--- config.mk ---
export PLATFORM = sky130hd
export DESIGN_NAME = wr_addr_cntrl
export DESIGN_NICKNAME = d
export VERILOG_FILES = /design/src/rtl/mmaps_pkg.sv /design/src/rtl/wr_addr_cntrl.sv
export SDC_FILE = /design/constraint.sdc
export NUM_CORES = 1
export LEC_CHECK = 0
export ABC_CLOCK_PERIOD_IN_PS = 2000
export CAP_MARGIN = 20
export CORE_ASPECT_RATIO = 1.75
export CORE_UTILIZATION = 40
export CTS_BUF_LIST = sky130_fd_sc_hd__clkbuf_8 sky130_fd_sc_hd__clkbuf_16
export DETAILED_ROUTE_END_ITERATION = 8
export GPL_ROUTABILITY_DRIVEN = 0
export PLACE_DENSITY = 0.78
export REMOVE_ABC_BUFFERS = 1
export SLEW_MARGIN = 20
export SYNTH_ARGS = -nofsm -noshare
export SYNTH_HDL_FRONTEND = slang
export SYNTH_SLANG_ARGS = --single-unit
--- constraint.sdc ---
create_clock -name sysclk -period 2 [get_ports sysclk]
set_input_delay 0.2 -clock sysclk [delete_from_list [all_inputs] [get_ports sysclk]]
set_output_delay 0.2 -clock sysclk [all_outputs]
set_load 0.05 [all_outputs]
--- src/rtl/mmaps_pkg.sv ---
// Shared definitions for the acquisition memory map: default ring buffer
// address width and the write-side acquisition state encoding.
package mmaps_pkg;

    // Ring buffer address width; depth is 2**SIZE_DEFAULT samples.
    localparam int SIZE_DEFAULT = 12;

    typedef enum logic [2:0] {
        ST_IDLE  = 3'd0,
        ST_FILL  = 3'd1,
        ST_ARMED = 3'd2,
        ST_POST  = 3'd3,
        ST_HOLD  = 3'd4
    } wr_state_t;

    // States in which incoming samples are written to the buffer.
    function automatic logic is_writing(input wr_state_t s);
        return (s == ST_FILL) || (s == ST_ARMED) || (s == ST_POST);
    endfunction

endpackage

--- src/rtl/wr_addr_cntrl.sv ---
// Write address controller for the acquisition ring buffer. Fills the buffer
// once after arm, then writes continuously while waiting for a trigger,
// collects a programmable number of post-trigger samples and freezes the
// buffer until the read side has finished a readout.
module wr_addr_cntrl
    import mmaps_pkg::*;
#(
    parameter int SIZE = SIZE_DEFAULT
) (
    input  logic            sysclk,
    input  logic            rst,
    input  logic            arm,
    input  logic            sample_valid,
    input  logic            trigger,
    input  logic [SIZE-1:0] posttrig_i,
    input  logic            rd_request,
    output logic [SIZE-1:0] wr_addr,
    output logic            wr_en,
    output logic [SIZE-1:0] ain,
    output logic [SIZE-1:0] trig_addr,
    output logic            full,
    output logic            ready
);

    localparam logic [SIZE-1:0] ADDR_ONE  = SIZE'(1);
    localparam logic [SIZE:0]   FILL_ONE  = (SIZE + 1)'(1);
    // Fill count value just before the write that completes the buffer.
    localparam logic [SIZE:0]   FILL_LAST = {1'b0, {SIZE{1'b1}}};

    wr_state_t       state_reg, state_next;
    logic [SIZE-1:0] wr_addr_reg, wr_addr_next;
    logic [SIZE:0]   fill_cnt_reg, fill_cnt_next;
    logic [SIZE-1:0] post_cnt_reg, post_cnt_next;
    logic [SIZE-1:0] trig_addr_reg, trig_addr_next;
    logic            full_reg, full_next;
    logic            ready_reg;
    logic            seen_reg, seen_next;
    logic            rd_q_reg, rd_q2_reg;
    logic            write_c;
    logic            rd_rise, rd_fall;

    // A write happens whenever a sample arrives in a writing state; reset
    // suppresses it so nothing is written in the reset cycle.
    assign write_c = sample_valid & is_writing(state_reg) & ~rst;
    assign rd_rise = rd_q_reg & ~rd_q2_reg;
    assign rd_fall = ~rd_q_reg & rd_q2_reg;

    assign wr_en     = write_c;
    assign wr_addr   = wr_addr_reg;
    assign ain       = wr_addr_reg;
    assign trig_addr = trig_addr_reg;
    assign full      = full_reg;
    assign ready     = ready_reg;

    // Next-state and counter update logic for the acquisition cycle.
    always_comb begin
        state_next     = state_reg;
        wr_addr_next   = wr_addr_reg;
        fill_cnt_next  = fill_cnt_reg;
        post_cnt_next  = post_cnt_reg;
        trig_addr_next = trig_addr_reg;
        full_next      = full_reg;
        seen_next      = seen_reg;

        if (write_c) begin
            wr_addr_next = wr_addr_reg + ADDR_ONE;
        end

        case (state_reg)
            ST_IDLE: begin
                if (arm) begin
                    state_next    = ST_FILL;
                    wr_addr_next  = '0;
                    fill_cnt_next = '0;
                    full_next     = 1'b0;
                end
            end
            ST_FILL: begin
                if (!arm) begin
                    state_next = ST_IDLE;
                    full_next  = 1'b0;
                end else if (write_c) begin
                    fill_cnt_next = fill_cnt_reg + FILL_ONE;
                    // Triggers are ignored here, even on the completing write.
                    if (fill_cnt_reg == FILL_LAST) begin
                        full_next  = 1'b1;
                        state_next = ST_ARMED;
                    end
                end
            end
            ST_ARMED: begin
                if (!arm) begin
                    state_next = ST_IDLE;
                    full_next  = 1'b0;
                end else if (trigger) begin
                    // Pre-increment address: a sample written this cycle is pre-trigger.
                    trig_addr_next = wr_addr_reg;
                    post_cnt_next  = posttrig_i;
                    state_next     = (posttrig_i == '0) ? ST_HOLD : ST_POST;
                end
            end
            ST_POST: begin
                if (!arm) begin
                    state_next = ST_IDLE;
                    full_next  = 1'b0;
                end else if (write_c) begin
                    post_cnt_next = post_cnt_reg - ADDR_ONE;
                    if (post_cnt_reg == ADDR_ONE) begin
                        state_next = ST_HOLD;
                    end
                end
            end
            ST_HOLD: begin
                // Readout completes on a falling edge that follows a seen rising edge.
                if (rd_fall && seen_reg) begin
                    state_next    = arm ? ST_FILL : ST_IDLE;
                    seen_next     = 1'b0;
                    fill_cnt_next = '0;
                    full_next     = 1'b0;
                end else if (rd_rise) begin
                    seen_next = 1'b1;
                end
            end
            default: begin
                state_next = ST_IDLE;
            end
        endcase
    end

    // State, counters and registered outputs; reset overrides every transition.
    always_ff @(posedge sysclk) begin
        if (rst) begin
            state_reg     <= ST_IDLE;
            wr_addr_reg   <= '0;
            fill_cnt_reg  <= '0;
            post_cnt_reg  <= '0;
            trig_addr_reg <= '0;
            full_reg      <= 1'b0;
            ready_reg     <= 1'b0;
            seen_reg      <= 1'b0;
            rd_q_reg      <= 1'b0;
            rd_q2_reg     <= 1'b0;
        end else begin
            state_reg     <= state_next;
            wr_addr_reg   <= wr_addr_next;
            fill_cnt_reg  <= fill_cnt_next;
            post_cnt_reg  <= post_cnt_next;
            trig_addr_reg <= trig_addr_next;
            full_reg      <= full_next;
            ready_reg     <= (state_next == ST_HOLD);
            seen_reg      <= seen_next;
            // rd_request only matters while frozen; outside HOLD it reads as 0.
            rd_q_reg      <= (state_reg == ST_HOLD) & rd_request;
            rd_q2_reg     <= rd_q_reg;
        end
    end

endmodule

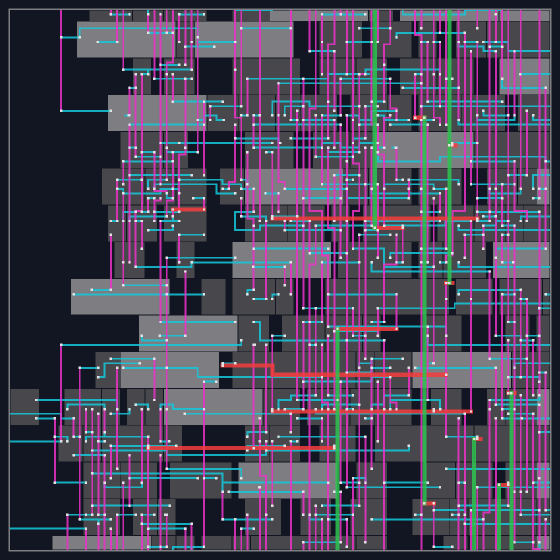
run_1/closeup.png
Region (13, 37) to (53, 77) um. Cells in grey, sequential cells in the stronger grey; small squares are vias.
Key: cyan = M1; green = M4; magenta = M2; red = M3
121 logic cells have their middle in the window. Most frequent: dfxtp_1 (14), buf_4 (13), nor2_1 (10). Netlist names of flops here include fill_cnt_reg (6), post_cnt_reg (3), ain (2). Sequential cells in the window: 14.

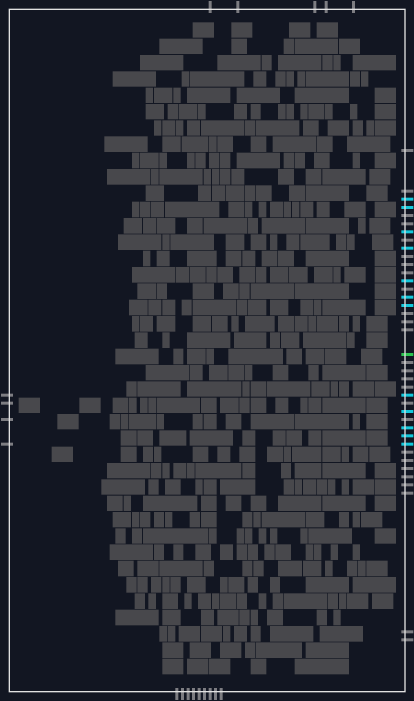
run_1/pinout.png
(6 px per um) Pins as bars across the die edge, other pins in grey.
Key: green = arm [pins 1, direction input, edge right]; cyan = wr_addr [pins 12, direction output, edge right]

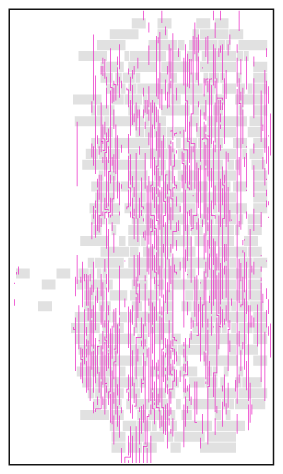
run_1/m2.png
(4 px per um)
The longest straight run is 78.5 um. 384 nets have wire on it.

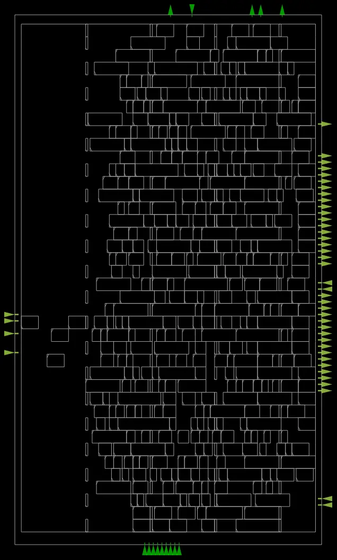
run_1/placed.png
number of well taps: 84
sequential cell area share: 0.2943

==> GITHUB_STEP_SUMMARY, run 1 <==
## PnR job results

| Metric | Value |
|---|---|
| Outcome | `finished clean` |
| Fp_density | `0.4144` |
| CP endpoint kind | `flip-flop` |
| RSZ-0062 raised after global routing | `yes` |
| Clk pwr share | `0.540` |
| Critical path's slowest cell | `or4_4` |
| Flop+latch power | `about 1200 uW` |
| Tcrit/Tclk final | `0.9762` |
| Max FFs per register | `13` |
| Critical path, cell by cell | `or4_4, nor4_4, nand4_1, or4b_4, a21oi_2` |
| Total Neg Setup Slack | `0 ns` |
| Iteration-0 DRC Markers | `around 120` |
| Yosys cell count | `354` |
| Worst-Margin Slew | `0.5405 ns` |
| Final Core Density | `0.5661` |
| Setup WS pre-CTS | `-0.1029 ns` |
| WL/cell | `14.42 um` |
| Cell depth of the worst setup path | `5` |
| Gate Count Post-Synth | `~350` |
| Seq cells | `around 57` |
| Global-route wire length before repair | `roughly 12 mm` |
| R2R Path Start | `post_cnt_reg[5]$_SDFFE_PP0P_` |
| # diodes | `0` |
| Sequential Power Share | `0.403` |
| Max incr delay on CP | `0.56 ns` |
| EDFF count, synth | `0` |
| Pin count of the biggest net entering global routing | `34` |
| WHS | `about 0.44 ns` |
| Post-DRT Antenna Nets | `0` |
| Sink Count | `about 57` |
| Post-synthesis cell area | `about 0.0028 sq mm` |
| Overflow after GRT | `0` |
| Met2 usage | `0.4014` |
| WP data arrival | `~2.2 ns` |
| Number of port buffers | `approximately 56` |
| Layout net count | `438` |
| Most frequent logic cell in the layout | `dfxtp_1` |
| Cts hold-fix bufs | `0` |
| Depth of the most critical reg-to-reg path | `5` |
| Placed Area | `between 0.003 and 0.004 sq mm` |
| Logic inverters | `4` |
| Wire length on met2 | `4.026 mm` |
| Hold Path Sink | `rd_q_reg$_SDFF_PP0_` |
| Leading area contributor after synthesis | `dfxtp_1` |
| Synth unique cells | `roughly 50` |
| Comb pwr share | `0.057` |
| CP required | `roughly 2.3 ns` |
| CP endpoint | `state_reg[2]$_SDFF_PP0_` |
| Initial DRT Pass Iterations | `5` |
| PostCTS Resize Cnt | `1` |
| Hold Path Class | `input port to flip-flop` |
| Switch Pwr | `584.3 uW` |
| Mux frac, synth | `0` |
| Hold path start | `rd_request` |
| Top-Level Pins | `~57` |
| Synth Seq Share | `0.4016` |
| CP Launch Point | `post_cnt_reg[5]$_SDFFE_PP0P_` |
run_1/layers.png
(4 px per um) Two of the layers only.
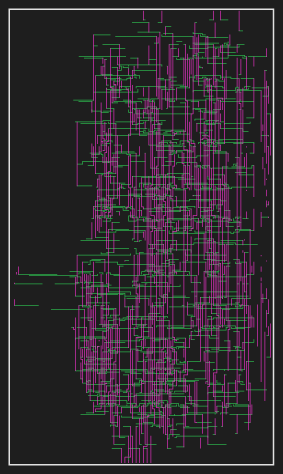

==> run 2, diff against run 1 <==
DONT_BUFFER_PORTS = 1   (was default)
PLACE_DENSITY = 0.67   (was 0.78)
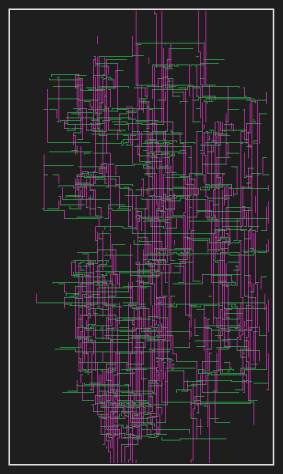
run_2/layers.png
(4 px per um) Two of the layers only.
Key: magenta = M2 [wire length 3810 um]; green = M1 [wire length 2620 um]
Total GRT Usage: 0.2067
routed via count: 2575
WL/cell: 15.51 um
Post-Route WL: 7.056 mm

==> GITHUB_STEP_SUMMARY, run 2 <==
## PnR job results

| Metric | Value |
|---|---|
| Outcome | `finished clean` |
| Synth unique cells | `49` |
| Depth of the most critical reg-to-reg path | `5` |
| Clk pwr share | `0.566` |
| R2R Path Start | `post_cnt_reg[5]$_SDFFE_PP0P_` |
| WHS | `between 0.03 and 0.04 ns` |
| Seq cells | `between 50 and 60` |
| Hold Path Sink | `rd_q_reg$_SDFF_PP0_` |
| Logic inverters | `4` |
| Hold Path Class | `input port to flip-flop` |
| Overflow after GRT | `0` |
| Yosys cell count | `354` |
| Most frequent logic cell in the layout | `dfxtp_1` |
| Fp_density | `0.4144` |
| Pin count of the biggest net entering global routing | `31` |
| Mux frac, synth | `0` |
| PostCTS Resize Cnt | `0` |
| Cts hold-fix bufs | `1` |
| Iteration-0 DRC Markers | `around 120` |
| WP data arrival | `around 2.2 ns` |
| Tcrit/Tclk final | `0.9506` |
| Cell depth of the worst setup path | `5` |
| EDFF count, synth | `0` |
| Worst-Margin Slew | `about 0.60 ns` |
| Post-synthesis cell area | `~0.0028 sq mm` |
| Comb pwr share | `0.039` |
| # diodes | `0` |
| Initial DRT Pass Iterations | `4` |
| Layout net count | `between 300 and 400` |
| Met2 usage | `0.3748` |
| Maxcap violations | `0` |
| Placed Area | `a little over 0.003 sq mm` |
| Critical path's slowest cell | `or4_4` |
| Number of well taps | `between 80 and 90` |
| Wire length on met2 | `about 3.8 mm` |
| CP endpoint kind | `flip-flop` |
| Gate Count Post-Synth | `~350` |
| Flop+latch power | `1150 uW` |
| Max incr delay on CP | `about 0.55 ns` |
| Sink Count | `57` |
| Top-Level Pins | `approximately 57` |
| RSZ-0062 raised after global routing | `no` |
| CP required | `roughly 2.3 ns` |
| Max FFs per register | `13` |
| Hold path start | `rd_request` |
| Setup WS pre-CTS | `about 0.042 ns` |
| Critical path, cell by cell | `or4_4, nor4_4, nand4_1, or4b_4, a21oi_1` |
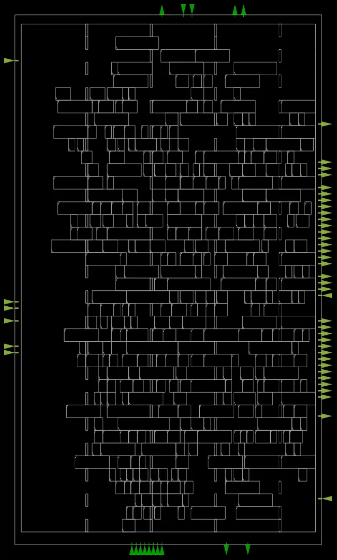
run_2/placed.png
fill count: 649
# rows: 40
Core Region: 0.006857 sq mm
non-filler cells, final: 455

==> run 3, diff against run 2 <==
CTS_CLUSTER_SIZE = 20   (was default)
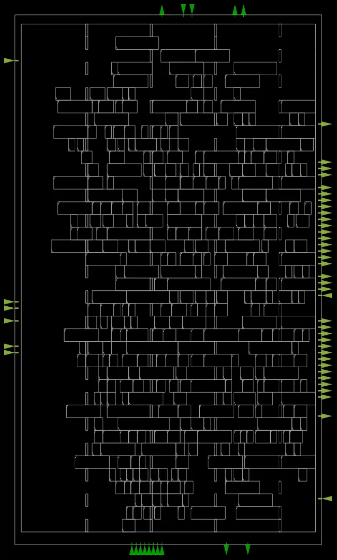
run_3/placed.png
Seq cells: 57
Final Core Density: 0.4900
sequential cell area share: 0.3397

==> GITHUB_STEP_SUMMARY, run 3 <==
## PnR job results

| Metric | Value |
|---|---|
| Final count of pins violating max slew | `0` |
| Met3 Routed Length | `approximately 360 um` |
| PostCTS Resize Cnt | `0` |
| Flop+latch power | `roughly 1200 uW` |
| Fp_density | `0.4144` |
| WHS Path Cells | `1` |
| Routed via count | `2575` |
| Synth Area in Adders | `0.01761` |
| Setup WS pre-CTS | `about 0.042 ns` |
| Switch Pwr | `approximately 580 uW` |
| Total Neg Setup Slack | `0 ns` |
| # rows | `around 40` |
| Leading area contributor after synthesis | `dfxtp_1` |
| Grt peak-use layer | `met2` |
| Most frequent logic cell in the layout | `dfxtp_1` |
| Initial DRT Pass Iterations | `4` |
| Sequential Power Share | `0.395` |
| Pin count of the biggest net entering global routing | `31` |
| Sw frac | `0.1993` |
| Tool warnings | `26` |
| Clk pwr share | `0.566` |
| Top Layout Cells | `57 x dfxtp_1, 52 x nand2_1, 34 x a21oi_1, 33 x nor2_1, 29 x buf_4` |
| Iteration-0 DRC Markers | `124` |
| CP bufs+invs | `0` |
| Yosys warns | `0` |
| Hold Path Sink | `rd_q_reg$_SDFF_PP0_` |
| Logic inverters | `4` |
| Depth of the most critical reg-to-reg path | `5` |
| EDFF count, synth | `0` |
| Global-route wire length before repair | `11.68 mm` |
| Post-Route WL | `about 7 mm` |
| Overflow after GRT | `0` |
| Placed Area | `between 0.003 and 0.004 sq mm` |
| CP Launch Point | `post_cnt_reg[5]$_SDFFE_PP0P_` |
| Num CTS Buffers | `9` |
| Maxcap violations | `0` |
| Area growth syn-to-layout | `18.23%` |
| Hold path start | `rd_request` |
| Outcome | `finished clean` |
| Basic Gates by Area | `0.2880` |
| Top power group | `clock` |
| Core Region | `0.006857 sq mm` |
| CP endpoint | `ready$_SDFF_PP0_` |
| CP required | `2.25 ns` |
| Yosys cell count | `approximately 350` |
| Mux frac, synth | `0` |
| CP endpoint kind | `flip-flop` |
| Gate Count Post-Synth | `354` |
| Clock-cell share of area | `0.09646` |
| Critical path's slowest cell | `or4_4` |
| RSZ-0062 raised after global routing | `no` |
| Synth top cells by count | `57 x dfxtp_1, 52 x nand2_1, 34 x a21oi_1` |
| CP top delay family | `simple AND/OR/NAND/NOR gates` |
| Dpl hpwl | `4.969 mm` |
| Post-DRT Antenna Nets | `0` |
| Synth Seq Share | `0.4016` |
| Cts hold-fix bufs | `1` |
| Tcrit/Tclk final | `0.9506` |
| Number of port buffers | `0` |
| WP data arrival | `between 2 and 2.5 ns` |
| Post-synthesis cell area | `0.002841 sq mm` |
| Number of well taps | `84` |
| WL/cell | `approximately 16 um` |
| Async SR Flop Fraction | `0` |
| Met2 usage | `0.3748` |
| Non-filler cells, final | `~460` |
| Sink Count | `57` |
| Total GRT Usage | `0.2067` |
| Layout net count | `~390` |
| Synth unique cells | `around 49` |
| Comb pwr share | `0.039` |
| Max FFs per register | `13` |
| Internal power | `between 2000 and 2500 uW` |
| Cell depth of the worst setup path | `5` |
| Hold Path Class | `input port to flip-flop` |
| R2R Path Start | `post_cnt_reg[5]$_SDFFE_PP0P_` |
| # diodes | `0` |
| P_clk | `1650 uW` |
| Die height | `between 100 and 150 um` |
| Wire length on met2 | `3.804 mm` |
| Met3 GRT Util | `0.05200` |
| Worst-Margin Slew | `~0.60 ns` |
| WHS | `between 0.03 and 0.04 ns` |
| Critical path, cell by cell | `or4_4, nor4_4, nand4_1, or4b_4, a21oi_1` |
| Top-Level Pins | `between 50 and 60` |
| Max incr delay on CP | `between 0.5 and 0.6 ns` |
| Fill count | `~650` |
| Most common cell in the netlist | `dfxtp_1` |
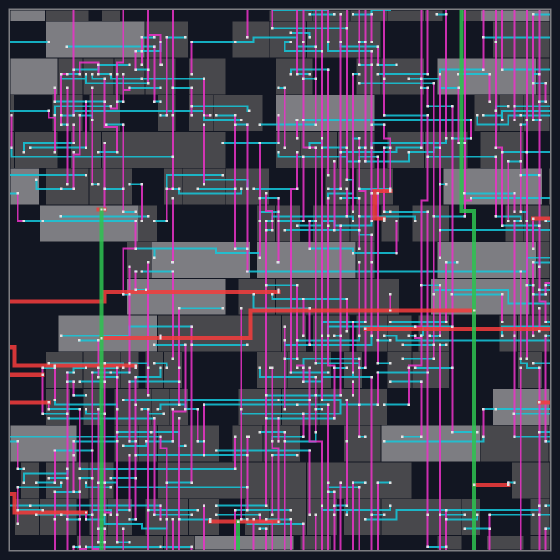
run_3/closeup.png
Region (13, 37) to (53, 77) um. Cells in grey, sequential cells in the stronger grey; small squares are vias.
Key: magenta = M2; red = M3; green = M4; cyan = M1
Netlist names of flops here include ain (4), fill_cnt_reg (3), post_cnt_reg (3). Most frequent: dfxtp_1 (14), buf_4 (12), nor2_1 (11). Sequential cells in the window: 14. 117 logic cells have their middle in the window.

No activity file was given, so power comes from the tool's default toggle rates.
